**Clock nets**

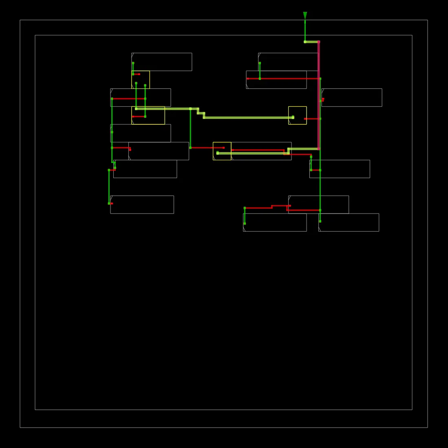
**I/O nets highlighted**

(6 px per micron)
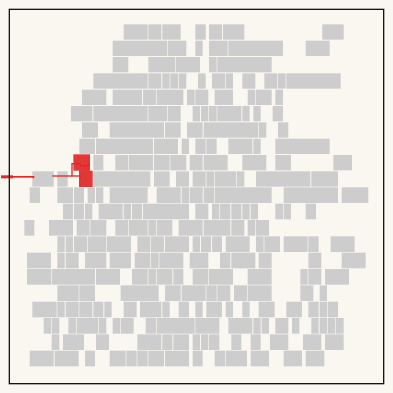
**Where the registers sit**

(6 px per micron) Other sequential cells in the stronger gray, the rest of the logic in the fainter gray.
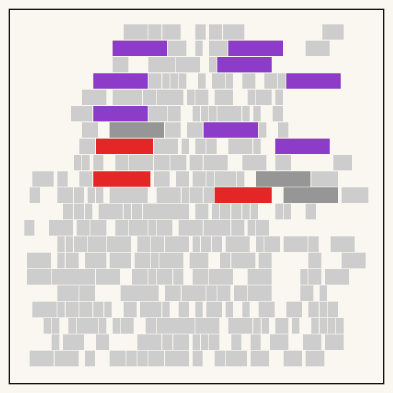
**Gate-type map**

(8 px per micron)
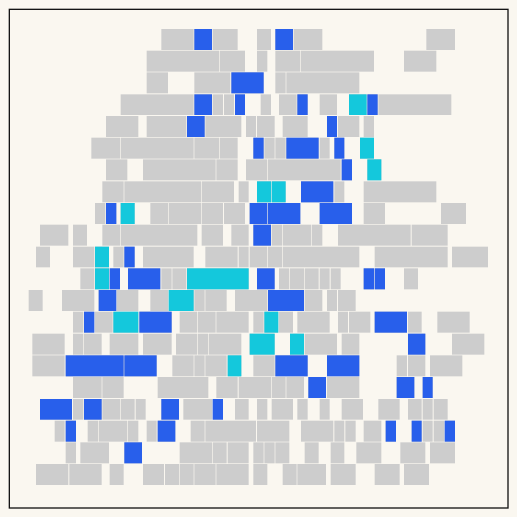
===== config.mk =====
export PLATFORM = sky130hd
export DESIGN_NAME = multicycle_ctrl
export DESIGN_NICKNAME = d
export VERILOG_FILES = /design/src/rtl/multicycle_ctrl.sv
export SDC_FILE = /design/constraint.sdc
export NUM_CORES = 1
export LEC_CHECK = 0
export ABC_AREA = 1
export CAP_MARGIN = 10
export CORE_MARGIN = 2
export CORE_UTILIZATION = 35
export CTS_BUF_LIST = sky130_fd_sc_hd__clkbuf_4 sky130_fd_sc_hd__clkbuf_8 sky130_fd_sc_hd__clkbuf_16
export CTS_CLUSTER_DIAMETER = 30
export DETAILED_ROUTE_END_ITERATION = 10
export GPL_ROUTABILITY_DRIVEN = 0
export GPL_TIMING_DRIVEN = 0
export PLACE_DENSITY = 0.67
export SYNTH_ARGS = -nofsm -noshare
export SYNTH_HDL_FRONTEND = slang
export SYNTH_SLANG_ARGS = --single-unit

===== constraint.sdc =====
create_clock -name clk_i -period 1.3 [get_ports clk_i]
set_input_delay 0.13 -clock clk_i [delete_from_list [all_inputs] [get_ports clk_i]]
set_output_delay 0.13 -clock clk_i [all_outputs]
set_load 0.01 [all_outputs]

===== src/rtl/multicycle_ctrl.sv =====
// rtl/multicycle_ctrl.sv - multi-cycle MIPS control FSM with memory-ready stall and timeout
//
// Purpose:
//   Sequences a shared ALU and a unified memory through FETCH/DECODE/EXEC/MEM/WB
//   for addu, subu, or, ori, lui, lw, sw, beq, j, jal, jr and nop. Memory phases
//   stall on mem_ready_i; a stall reaching MAX_WAIT cycles aborts the access and
//   sets the sticky timeout flag.
//   instr_done_o and illegal_o are registered: each pulses in the cycle after the
//   retiring (or rejecting) cycle, i.e. in the first cycle of the next FETCH.
//
// Optional feature macro: BNEZALC_EN
//   Defined: op=000001 with rt=10011 decodes as bnezalc (unconditional link to
//   $31, branch taken when rt_nez_i). Undefined: that encoding is illegal.
//
// Ports:
//   clk_i, reset_n_i        clock (rising edge), asynchronous active-low reset
//   op_i, func_i, rt_i      instruction register fields
//   zero_i, rt_nez_i        datapath status (ALU zero, GPR[rt] != 0)
//   mem_ready_i             memory completes the current access this cycle
//   ir_we_o, pc_we_o        IR / PC write enables; pc_src_o selects the PC source
//   mem_rd_o, mem_we_o      memory requests; addr_sel_o selects PC or ALUOut
//   reg_we_o                GPR write; reg_dst_o / wd_sel_o select target and data
//   alu_srca_o, alu_srcb_o  ALU operand selects; alu_ctrl_o function; sign_ext_o
//   state_o                 FETCH=0, DECODE=1, EXEC=2, MEM=3, WB=4
//   instr_done_o, illegal_o one-cycle pulses; timeout_o sticky until reset

module multicycle_ctrl #(
  parameter int unsigned MAX_WAIT = 15
) (
  input  logic       clk_i,
  input  logic       reset_n_i,
  input  logic [5:0] op_i,
  input  logic [5:0] func_i,
  input  logic [4:0] rt_i,
  input  logic       zero_i,
  input  logic       rt_nez_i,
  input  logic       mem_ready_i,
  output logic       ir_we_o,
  output logic       pc_we_o,
  output logic [1:0] pc_src_o,
  output logic       mem_rd_o,
  output logic       mem_we_o,
  output logic       addr_sel_o,
  output logic       reg_we_o,
  output logic [1:0] reg_dst_o,
  output logic [1:0] wd_sel_o,
  output logic       alu_srca_o,
  output logic [1:0] alu_srcb_o,
  output logic [2:0] alu_ctrl_o,
  output logic       sign_ext_o,
  output logic [2:0] state_o,
  output logic       instr_done_o,
  output logic       illegal_o,
  output logic       timeout_o
);

  typedef enum logic [2:0] {
    S_FETCH  = 3'd0,
    S_DECODE = 3'd1,
    S_EXEC   = 3'd2,
    S_MEM    = 3'd3,
    S_WB     = 3'd4
  } state_e;

  typedef enum logic [3:0] {
    C_ILLEGAL, C_NOP, C_RTYPE, C_IMM, C_LW, C_SW,
    C_BEQ, C_J, C_JAL, C_JR, C_BNEZALC
  } class_e;

  localparam logic [5:0] OP_SPECIAL = 6'b000000;
  localparam logic [5:0] OP_J       = 6'b000010;
  localparam logic [5:0] OP_JAL     = 6'b000011;
  localparam logic [5:0] OP_BEQ     = 6'b000100;
  localparam logic [5:0] OP_ORI     = 6'b001101;
  localparam logic [5:0] OP_LUI     = 6'b001111;
  localparam logic [5:0] OP_LW      = 6'b100011;
  localparam logic [5:0] OP_SW      = 6'b101011;

  localparam logic [5:0] FN_NOP  = 6'b000000;
  localparam logic [5:0] FN_JR   = 6'b001000;
  localparam logic [5:0] FN_ADDU = 6'b100001;
  localparam logic [5:0] FN_SUBU = 6'b100011;
  localparam logic [5:0] FN_OR   = 6'b100101;

  localparam logic [2:0] ALU_ADD = 3'b000;
  localparam logic [2:0] ALU_SUB = 3'b001;
  localparam logic [2:0] ALU_OR  = 3'b011;
  localparam logic [2:0] ALU_LUI = 3'b100;

  // The access is aborted on the wait cycle that would bring the count to MAX_WAIT.
  localparam logic [7:0] WAIT_LAST = 8'(MAX_WAIT - 1);

  state_e     state_q, state_d;
  logic [7:0] wait_q, wait_d;
  logic       timeout_q, timeout_d;
  logic       illegal_q, illegal_d;
  logic       done_q, done_d;

  class_e     cls;
  logic [2:0] alu_op;

  logic ir_we, pc_we, mem_rd, mem_we, reg_we;

`ifdef BNEZALC_EN
  localparam logic [5:0] OP_REGIMM  = 6'b000001;
  localparam logic [4:0] RT_BNEZALC = 5'b10011;
`else
  logic unused_bnezalc;
  assign unused_bnezalc = ^{rt_i, rt_nez_i};
`endif

  // Instruction class from the IR fields; IR is stable from DECODE onwards.
  always_comb begin
    cls    = C_ILLEGAL;
    alu_op = ALU_ADD;
    case (op_i)
      OP_SPECIAL: begin
        case (func_i)
          FN_NOP:  cls = C_NOP;
          FN_ADDU: begin cls = C_RTYPE; alu_op = ALU_ADD; end
          FN_SUBU: begin cls = C_RTYPE; alu_op = ALU_SUB; end
          FN_OR:   begin cls = C_RTYPE; alu_op = ALU_OR;  end
          FN_JR:   cls = C_JR;
          default: cls = C_ILLEGAL;
        endcase
      end
      OP_ORI: begin cls = C_IMM; alu_op = ALU_OR;  end
      OP_LUI: begin cls = C_IMM; alu_op = ALU_LUI; end
      OP_LW:  cls = C_LW;
      OP_SW:  cls = C_SW;
      OP_BEQ: cls = C_BEQ;
      OP_J:   cls = C_J;
      OP_JAL: cls = C_JAL;
`ifdef BNEZALC_EN
      OP_REGIMM: begin
        if (rt_i == RT_BNEZALC) cls = C_BNEZALC;
      end
`endif
      default: cls = C_ILLEGAL;
    endcase
  end

  // Next state, wait counter and status flags. The counter defaults to zero so
  // that any state change (and any mem_ready) clears it.
  always_comb begin
    state_d   = state_q;
    wait_d    = 8'd0;
    timeout_d = timeout_q;
    illegal_d = 1'b0;
    done_d    = 1'b0;
    case (state_q)
      S_FETCH: begin
        if (mem_ready_i) begin
          state_d = S_DECODE;
        end else if (wait_q == WAIT_LAST) begin
          timeout_d = 1'b1;
        end else begin
          wait_d = wait_q + 8'd1;
        end
      end
      S_DECODE: begin
        case (cls)
          C_ILLEGAL: begin illegal_d = 1'b1; state_d = S_FETCH; end
          C_NOP:     begin done_d    = 1'b1; state_d = S_FETCH; end
          default:   state_d = S_EXEC;
        endcase
      end
      S_EXEC: begin
        case (cls)
          C_RTYPE, C_IMM: state_d = S_WB;
          C_LW, C_SW:     state_d = S_MEM;
          C_BEQ, C_J, C_JAL, C_JR, C_BNEZALC: begin
            done_d  = 1'b1;
            state_d = S_FETCH;
          end
          default: state_d = S_FETCH;
        endcase
      end
      S_MEM: begin
        if (mem_ready_i) begin
          if (cls == C_LW) begin
            state_d = S_WB;
          end else begin
            done_d  = (cls == C_SW);
            state_d = S_FETCH;
          end
        end else if (wait_q == WAIT_LAST) begin
          timeout_d = 1'b1;
          state_d   = S_FETCH;
        end else begin
          wait_d = wait_q + 8'd1;
        end
      end
      S_WB: begin
        done_d  = 1'b1;
        state_d = S_FETCH;
      end
      default: state_d = S_FETCH;
    endcase
  end

  always_ff @(posedge clk_i or negedge reset_n_i) begin
    if (!reset_n_i) begin
      state_q   <= S_FETCH;
      wait_q    <= 8'd0;
      timeout_q <= 1'b0;
      illegal_q <= 1'b0;
      done_q    <= 1'b0;
    end else begin
      state_q   <= state_d;
      wait_q    <= wait_d;
      timeout_q <= timeout_d;
      illegal_q <= illegal_d;
      done_q    <= done_d;
    end
  end

  // Datapath controls from state and instruction class.
  always_comb begin
    ir_we      = 1'b0;
    pc_we      = 1'b0;
    pc_src_o   = 2'b00;
    mem_rd     = 1'b0;
    mem_we     = 1'b0;
    addr_sel_o = 1'b0;
    reg_we     = 1'b0;
    reg_dst_o  = 2'b00;
    wd_sel_o   = 2'b00;
    alu_srca_o = 1'b0;
    alu_srcb_o = 2'b00;
    alu_ctrl_o = ALU_ADD;
    sign_ext_o = 1'b0;
    case (state_q)
      S_FETCH: begin
        mem_rd     = 1'b1;
        alu_srcb_o = 2'b01;
        if (mem_ready_i) begin
          ir_we = 1'b1;
          pc_we = 1'b1;
        end
      end
      S_DECODE: begin
        // Branch target pc+4 + (imm<<2) is precomputed into ALUOut here.
        alu_srcb_o = 2'b11;
        sign_ext_o = 1'b1;
      end
      S_EXEC: begin
        case (cls)
          C_RTYPE: begin
            alu_srca_o = 1'b1;
            alu_ctrl_o = alu_op;
          end
          C_IMM: begin
            alu_srca_o = 1'b1;
            alu_srcb_o = 2'b10;
            alu_ctrl_o = alu_op;
          end
          C_LW, C_SW: begin
            alu_srca_o = 1'b1;
            alu_srcb_o = 2'b10;
            sign_ext_o = 1'b1;
          end
          C_BEQ: begin
            alu_srca_o = 1'b1;
            alu_ctrl_o = ALU_SUB;
            pc_we      = zero_i;
            pc_src_o   = 2'b01;
          end
          C_J: begin
            pc_we    = 1'b1;
            pc_src_o = 2'b10;
          end
          C_JAL: begin
            pc_we     = 1'b1;
            pc_src_o  = 2'b10;
            reg_we    = 1'b1;
            reg_dst_o = 2'b10;
            wd_sel_o  = 2'b10;
          end
          C_JR: begin
            pc_we    = 1'b1;
            pc_src_o = 2'b11;
          end
`ifdef BNEZALC_EN
          C_BNEZALC: begin
            pc_we     = rt_nez_i;
            pc_src_o  = 2'b01;
            reg_we    = 1'b1;
            reg_dst_o = 2'b10;
            wd_sel_o  = 2'b10;
          end
`endif
          default: ;
        endcase
      end
      S_MEM: begin
        addr_sel_o = 1'b1;
        mem_rd     = (cls == C_LW);
        mem_we     = (cls == C_SW);
      end
      S_WB: begin
        reg_we = 1'b1;
        case (cls)
          C_LW:    begin reg_dst_o = 2'b00; wd_sel_o = 2'b01; end
          C_RTYPE: begin reg_dst_o = 2'b01; wd_sel_o = 2'b00; end
          default: begin reg_dst_o = 2'b00; wd_sel_o = 2'b00; end
        endcase
      end
      default: ;
    endcase
  end

  // Reset forces every enable low even though the held state is FETCH.
  assign ir_we_o  = ir_we  & reset_n_i;
  assign pc_we_o  = pc_we  & reset_n_i;
  assign mem_rd_o = mem_rd & reset_n_i;
  assign mem_we_o = mem_we & reset_n_i;
  assign reg_we_o = reg_we & reset_n_i;

  assign state_o      = state_q;
  assign instr_done_o = done_q;
  assign illegal_o    = illegal_q;
  assign timeout_o    = timeout_q;

endmodule


==> run summary <==
impl run done, here's what came out: status=complete, but fails checks, failing checks=setup timing, Tapcell Cnt=46, Die W=62.2 microns, RR Endpoint=wait_q[6], Slew @ Worst Pin=640 ps, Num Clock Sinks=14, RSZ-0062 raised after global routing=true, total power=2.20 mW, YS warnings=0, Distinct cells, synth=26, Logic inverters=30, Pre-Place Util=36.0%, fmax=0.611 GHz, R2R Setup Slk=-160 ps, post-CTS setup buffers=23, Slew HR=57.2%, routed wl met2=2060 microns, Seq/Total Area, Yosys=29.6%, first-pass GRT wire length=6070 microns, Insertion Delay late pin=280 ps, PwrDens=1050 nW/um^2, Final Hold Fails=0, Crit Path Class=reg2out, top cell type by total area after synthesis=dfrtp_1, Lkg Pwr=1.14 nW, crit path max fanout=4, critical path endpoint category=output pin, buffering overhead=26.8%, global route overflow=0, clk_buf instances=4, dominant kind of cell=logic gates, post-route setup slack=-336 ps, hold-fix buffers at CTS=1, fin. max-slew vios=0, Remaining DRCs=0, Core ar.=3280 sq um, Via density=5.01, number of inserted diodes=0, layout cells sized above 1=53.1%, Tcrit/Tclk final=126%, Via Count=1502, flop count=14, comb. cell area=970 sq um, FILL cells=278, top comb family, area=simple AND/OR/NAND/NOR gates, fraction of area in registers=16.8%, YS chip area=1180 sq um, placed cell area=1650 sq um, Async S/R FF share, synth=100%, M1 WL=1720 microns, post-layout minimum cycle time=1640 ps, Placed Instances=268, met2 GRT Util=31.9%, total negative slack=-5520 ps, Max H-tree Level=1, yosys cell count=182, mapped cell area=1180 sq um, Top-area cell share=29.6%, Hold EP=state_o[2], Final ANT Viol Nets=0, most frequent cells in the layout=buf_4 (21), inv_1 (19), nand2_1 (19), nor2_1 (19), buf_2 (16), mux frac, synth=0%, Top FF cell, synth=dfrtp_1, clock skew=9.12 ps, Initial DRC Count=53, Cell area leaders=dfrtp_1 (30%), nor2_1 (12%), nand2_1 (10%), clk tree area frac=1.73%, cell count after synthesis=182, Layout area overhead=77.7%, vias in the first global route=1344, Post-synth regs=14, Syn Area/Cell=6.50 sq um, Post-Layout Inst Area=2100 sq um, CTS Buffer Depth=2, worst min-delay path class=in2reg, wire length on met3=222 microns, chip area=3860 sq um, Worst Setup SP=state_o[2], Simple-Gate Area Share=47.9%, row count=21, grt met3 use=4.17%, largest net degree at the start of global routing=15, Tool Warnings=35, DR WL/cell=13.6 microns, Non-Clock Buffer Count=68, Die H=62.2 microns, most frequent cells after synthesis=nor2_1 (39), nand2_1 (32), inv_1 (28), met1 usage=25.7%, yosys xor share=2.22%, Worst Path Required=1170 ps, yosys adder share=2.11%, syn nets=206, most frequent cell after synthesis=nor2_1, Commonest Layout Cell=buf_4, CTS tree=yes, pre-CTS setup slack=-979 ps, clock root buffer=clkbuf_4, uppermost layer routed=met4, beginning of the worst register-to-register path=state_o[2], CP Launch Type=register, Compound-Gate Fraction of Synth Area=8.03%, initial antenna violation count=0, #MultiIn Comb=138, Core Util, Final=64.0%, Worst Path Arrival=1510 ps, # setup viols final=28, Max IR drop VDD=576 uV, Setup crit end=mem_rd_o, max_cap viols=0, worst hold margin=459 ps, worst hold path startpoint=op_i[4], post-DP HPWL=2340 microns, All-Layer GR Usage=19.4%, final WL=4080 microns, DRT Pass-1 Iters=4, number of enable flip-flop cells=0, most used routing layer=met2
Back to the opening pictures, 'clock nets':
number of CTS-inserted buffers: 3
Clock group: 0.309 mW

Back to the opening pictures, 'I/O nets highlighted':
legend:
  red:
    port: mem_ready_i
    bits: 1
    direction: input
    end_cells: 3
    wire: 14.0 microns
port buffer count: 40
Top Ports: 47

Back to the opening pictures, 'where the registers sit':
legend:
  red:
    signal: state_o
    sequential_cells: 3
  purple:
    signal: wait_q
    sequential_cells: 8
sequential power: 0.588 mW
FF/Latch Area: 354 sq um

Back to the opening pictures, 'gate-type map':
legend:
  blue:
    family: nor cells
    cells: 48
  cyan:
    family: aoi and oai cells
    cells: 15
Comb/total area: 46.1%
Final Instance Count excl. Fillers: 300

-- worst max-delay path: stages, from the launching register on --
cell and delay (ps):
dfrtp_2 440, buf_6 140, inv_2 60, nand3_2 100, inv_2 120, nand4_1 100, a21oi_1 140, buf_2 140
-- flip-flops by register name (all words and copies together), names as in the netlist --
| signal | cells |
|---|---|
| state_o | 3 |
| instr_done_o | 1 |
| timeout_o | 1 |
| wait_q | 8 |
| illegal_o | 1 |
-- power breakdown --
group / leakage (nW) / switching [mW] / total (mW) / internal (mW)
Sequential: 0.186 / 0.0813 / 0.588 / 0.507
Combinational: 0.929 / 0.730 / 1.30 / 0.574
Clock: 0.0210 / 0.138 / 0.309 / 0.171
Total: 1.14 / 0.949 / 2.20 / 1.25
Power and IR drop assume default switching activity.
